`src/rtl/fwft_lane_reader.sv`:
```
// fwft_lane_reader
// Pops one wide word at a time from a first-word-fall-through FIFO and replays
// it as IN_WIDTH/OUT_WIDTH narrow lanes on a valid/ready stream. The next word
// is popped on the same edge that retires the last lane, so a non-empty FIFO
// streams one lane per cycle with no bubble at word boundaries.
//
// DELAY is kept so existing instantiations still elaborate. This block has no
// #delay on its registered assignments, so DELAY has no effect beyond the
// parameter sanity check below.
module fwft_lane_reader #(
    parameter int DELAY     = 1,
    parameter int IN_WIDTH  = 256,
    parameter int OUT_WIDTH = 32,
    parameter bit MSB_FIRST = 1'b0
) (
    input  logic                 RD_CLK,
    input  logic                 RESET,
    input  logic                 fifo_empty,
    input  logic [IN_WIDTH-1:0]  fifo_dout,
    output logic                 fifo_rden,
    input  logic                 flush,
    output logic                 out_valid,
    input  logic                 out_ready,
    output logic [OUT_WIDTH-1:0] out_data,
    output logic                 out_last,
    output logic [31:0]          words_popped
);

    localparam int LANES = IN_WIDTH / OUT_WIDTH;
    localparam int LW    = (LANES > 1) ? $clog2(LANES) : 1;
    localparam logic [LW-1:0] LAST_LANE = LW'(LANES - 1);

    // Reject illegal widths at elaboration rather than building a broken lane mux
    if ((IN_WIDTH % OUT_WIDTH) != 0 || LANES < 2 || DELAY < 0) begin : g_bad_params
        $error("fwft_lane_reader: IN_WIDTH must be a multiple of OUT_WIDTH with at least 2 lanes, DELAY >= 0");
    end

    logic [IN_WIDTH-1:0] word_reg_q, word_reg_d;
    logic                word_valid_q, word_valid_d;
    logic [LW-1:0]       lane_q, lane_d;
    logic [31:0]         words_popped_q, words_popped_d;
    logic                xfer;

    assign out_valid    = word_valid_q;
    assign out_last     = word_valid_q && (lane_q == LAST_LANE);
    assign xfer         = word_valid_q && out_ready;
    assign words_popped = words_popped_q;

    // Pop when nothing is held, or when the last lane leaves this cycle.
    // RESET and flush both block the pop so no FIFO word is lost.
    assign fifo_rden = !RESET && !flush && !fifo_empty && (!word_valid_q || (xfer && out_last));

    // Select the current lane from the held word; lane order flips with MSB_FIRST
    always_comb begin
        out_data = '0;
        for (int k = 0; k < LANES; k++) begin
            if (lane_q == LW'(k)) begin
                out_data = word_reg_q[(MSB_FIRST ? (LANES - 1 - k) : k) * OUT_WIDTH +: OUT_WIDTH];
            end
        end
    end

    // Next-state for the held word: flush, then pop, then lane retire/advance
    always_comb begin
        word_reg_d     = word_reg_q;
        word_valid_d   = word_valid_q;
        lane_d         = lane_q;
        words_popped_d = words_popped_q;
        if (flush) begin
            word_valid_d = 1'b0;
            lane_d       = '0;
        end else if (fifo_rden) begin
            word_reg_d     = fifo_dout;
            word_valid_d   = 1'b1;
            lane_d         = '0;
            words_popped_d = words_popped_q + 32'd1;
        end else if (xfer && out_last) begin
            word_valid_d = 1'b0;
            lane_d       = '0;
        end else if (xfer) begin
            lane_d = lane_q + LW'(1);
        end
    end

    // State registers with synchronous reset; a word held at reset is dropped
    always_ff @(posedge RD_CLK) begin
        if (RESET) begin
            word_reg_q     <= '0;
            word_valid_q   <= 1'b0;
            lane_q         <= '0;
            words_popped_q <= '0;
        end else begin
            word_reg_q     <= word_reg_d;
            word_valid_q   <= word_valid_d;
            lane_q         <= lane_d;
            words_popped_q <= words_popped_d;
        end
    end

endmodule
```
`config.mk`:
```
export PLATFORM = sky130hd
export DESIGN_NAME = fwft_lane_reader
export DESIGN_NICKNAME = d
export VERILOG_FILES = /design/src/rtl/fwft_lane_reader.sv
export SDC_FILE = /design/constraint.sdc
export NUM_CORES = 1
export LEC_CHECK = 0
export CAP_MARGIN = 20
export CORE_ASPECT_RATIO = 1.4
export CORE_UTILIZATION = 44
export DETAILED_ROUTE_END_ITERATION = 10
export GPL_TIMING_DRIVEN = 1
export PLACE_DENSITY = 0.78
export SLEW_MARGIN = 40
export SYNTH_ARGS = -nofsm -noshare
export SYNTH_HDL_FRONTEND = slang
export SYNTH_SLANG_ARGS = --single-unit
```
`constraint.sdc`:
```
create_clock -name RD_CLK -period 2.23 [get_ports RD_CLK]
set_input_delay 0.446 -clock RD_CLK [delete_from_list [all_inputs] [get_ports RD_CLK]]
set_output_delay 0.446 -clock RD_CLK [all_outputs]
set_load 0.03 [all_outputs]
```
layers.png
Two of the layers only.
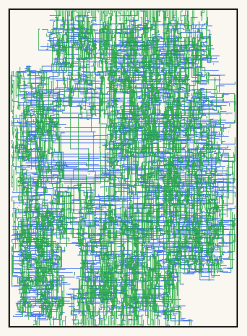
Green marks M2, wire length 23.8 mm. Blue marks M1, wire length 18,500 um.

closeup.png
Region (16, 131) to (56, 171) um. Cells in gray, sequential cells in the stronger gray; small squares are vias.
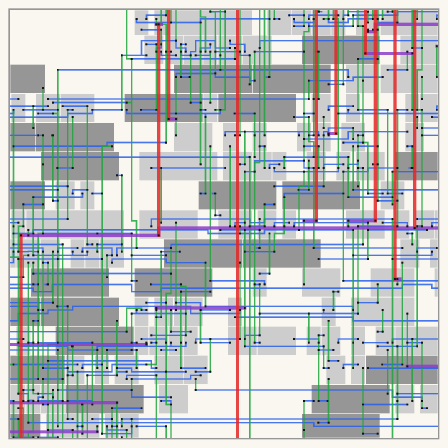
Purple marks M3. Red marks M4. Green marks M2. Blue marks M1.
117 logic cells have their middle in the window. Sequential cells in the window: 21. Most frequent: nand2_1 (36), a21oi_1 (25), dfxtp_1 (21). Netlist names of flops here include `word_reg_q` (21).

==> results.toml <==
# yosys + openroad results
[yosys]
yosys_cells = 1638
synthAoiAreaFrac_pct = 23.7
ys_sh_simple_pct = 23.5
synth_flops = 292
synth_chip_area_um2 = 12500
ys_seq_share_pct = 46.9
topCombFamilyByArea = "AND-OR/OR-AND gates"
largest_area_cell = "dfxtp_1"
muxShareOfSynthArea_pct = 0
most_common_cell = "nand2_1"
fp_nets = 1906
postSynth.asyncResetShare_pct = 0
yosys.area_share.adder_pct = 0.703
ys_warn_count = 0
synth_top_flop_cell = "dfxtp_1"
avgSynthCellArea_um2 = 7.60
yosys.area.top_type_share_pct = 46.9
common_cells = "nand2_1 (531), a21oi_1 (349), dfxtp_1 (292)"
ys_sh_xor_pct = 0.492
topCellsByArea = "dfxtp_1 (47%), nand2_1 (16%), a21oi_1 (14%), clkbuf_1 (4.0%), o221ai_1 (2.3%)"
ys_types = 44
synth_area_um2 = 12500
edf_count = 0
syn_inst = 1638

[drt]
routed_wl_mm = 49.1
drt-initial-drc-count = 1120
dr.pass1.iters = 6
drc = 0
wire_per_inst_um = 20.4
vias_per_cell = 5.77
vias = 13900
antenna_left = 0

[clocking]
htree_levels = 1
root_buffer = "clkbuf_16"
cts_made_buffers = 29
cts_buffer_depth = 3
clk_latency_ns = 0.56
ctsHoldBuffers = 0
path_clk_slew_ns = 0.07
cts.sinks = 292
cts_tree = "done"

[final_timing]
rsz0062_at_grt = "true"
timing.fmax_mhz = 329
maxSlewHeadroom_pct = 43.1
hold_viol_final = 0
worst_hold_slack_ns = 0.431
setup_tns_ns = -26.36
fin_crit_ns = 3.04
slew_violations = 0
setup_viol = 111
fin_skew_ns = 0.0118
worst_pin_slew_ns = 0.854
setup_slack_ns = -0.806
period_used_pct = 136

[placement]
port_buffers = 327
place_inst = 2288
placed_cell_area_um2 = 17200
finalWeightedCongestion = 0.901
dp_hpwl_mm = 30.7

[power_and_ir_drop]
power.total_mw = 12.2
ir_drop_uv = 608
power_density_nw_per_um2 = 607
p_leak_nw = 6.82

[finish]
syn2layout_area_growth_pct = 60.9
register_area_um2 = 5860
logic_area_um2 = 7340
design_area_um2 = 20000
final_nets = 2269
final_cells = 2400
fill_cells = 2009
drive_above_1_share_pct = 20.7

[floorplanning]
rows = 72
fp_util_pct = 44.9
die_h_um = 201
coreArea_um2 = 27700
dieArea_um2 = 29000
dieWidth_um = 144
top_level_ports = 328

[global_routing]
grt_max_degree = 85
grt_pass1_vias = 12500
antenna_found_initial = 11
grt_pass1_wl_mm = 65.7
gr-total-overflow = 0
grt_use_total_pct = 29.0

[outcome]
outcome = "complete, but fails checks"
violations = "setup timing"

[setup_path]
worstPathRequired_ns = 1.78
r2r_cells = 9
crit_arrival_ns = 2.59
start_kind = "flip-flop"
crit_type = "reg2out"
endpoint_kind = "output port"
crit_fanout = 19

[worst_hold_path]
hold_class = "in2reg"
min_delay_path_depth = 3

[flow_run]
max_cap_violations = 0
warnings = 32
port_trees.png
The bar under the picture is 50 um long.
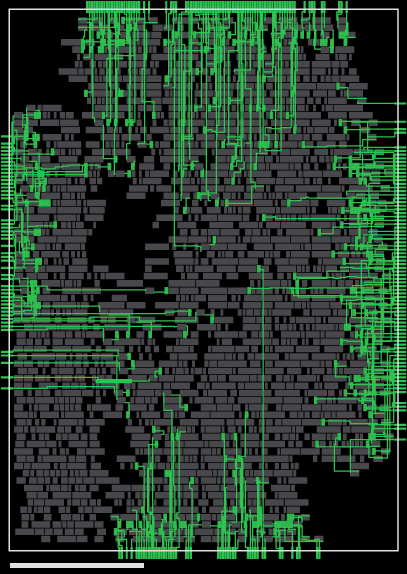
Green marks `fifo_dout`, bits 256, direction input, end cells 256, buffers 256, wire 8,250 um.

==> critical path, stage by stage, from the launching register on <==
cell and delay [ns]:
dfxtp_4 0.36, ha_4 0.17, ha_4 0.16, or3b_4 0.41, buf_12 0.19, o221ai_2 0.27, a211o_1 0.22, a21oi_4 0.08
buf_12 0.15
==> path summary, 6_finish.rpt <==
path | from | to | slack, ns
max reg2reg | lane_q[1] | words_popped[24] | -0.09
min | fifo_dout[162] | word_reg_q[162] | 0.43
min reg2reg | word_reg_q[12] | word_reg_q[12] | 0.45
max | lane_q[0] | out_data[22] | -0.81
==> logic make-up (layout without fill, tap and decap cells) <==
group / after synthesis / in the layout
other: 0 / 8
adder cells (fa/ha/maj): 7 / 7
AND/OR/NAND/NOR: 672 / 677
AND-OR/OR-AND: 508 / 508
flip-flops: 292 / 292
XOR/XNOR: 7 / 7
buffers and inverters: 152 / 531
==> power by group <==
| group | switching, mW | internal (mW) | leakage (nW) |
|---|---|---|---|
| clock network | 2.16 | 3.12 | 0.500 |
| registers | 0.0925 | 5.36 | 2.37 |
| logic | 0.632 | 0.799 | 3.95 |
| total | 2.89 | 9.28 | 6.82 |
==> layout make-up <==
class	count	area share (%)
Multi-Input combinational cell	1199	36.7
Sequential cell	292	29.2
Timing Repair Buffer	468	26.4
Clock buffer	37	4.02
Tap cell	370	2.31
Clock inverter	15	1.04
Inverter	11	0.269
Antenna cell	8	0.0999
==> per-layer routing <==
layer  share of wire (%)  up-vias  wire (um)  track usage (%)
li1                    -     6391          -                -
met1                  38     6583      18500             36.2
met2                  48      710      23800             48.4
met3                 7.9      170       3890             4.60
met4                 5.8        2       2850             13.6
met5               0.022        -         11                0
==> placed cells by master (no fill, tap or decap), types with 31 or more instances in the layout <==
cell type and count:
nand2_1 522, clkbuf_16 48, nand3b_1 31, buf_6 39, a21oi_1 261, nand2b_1 31, clkdlybuf4s50_1 290, dfxtp_1 287
o22ai_1 32, a21oi_4 31, a21oi_2 57, buf_4 75
==> metrics by stage <==
stage,setup WS [ns],util (%)
6_report,-0.806,72.2
4_1_cts,-0.795,67.3
5_1_grt,-0.808,72.2
3_5_place_dp,-0.498,62.0
3_3_place_gp,-0.478,62.0
2_1_floorplan,0.00237,-
==> sequential cells by signal, summed over array words and instances (netlist names) <==
signal / count
lane_q: 3
out_valid: 1
word_reg_q: 256
words_popped: 32
==> repair_timing <==
| action | 4_1_cts | 5_1_grt |
|---|---|---|
| resized | 80 | 138 |
| cloned | 2 | 31 |
| pin swaps | 17 | 110 |
| endpoints found under the setup margin | 57 | 215 |
| buffers inserted | 3 | 16 |
| endpoints found under the hold margin | 0 | 0 |
Power figures rest on the tool's default switching activity, not on a simulated workload.
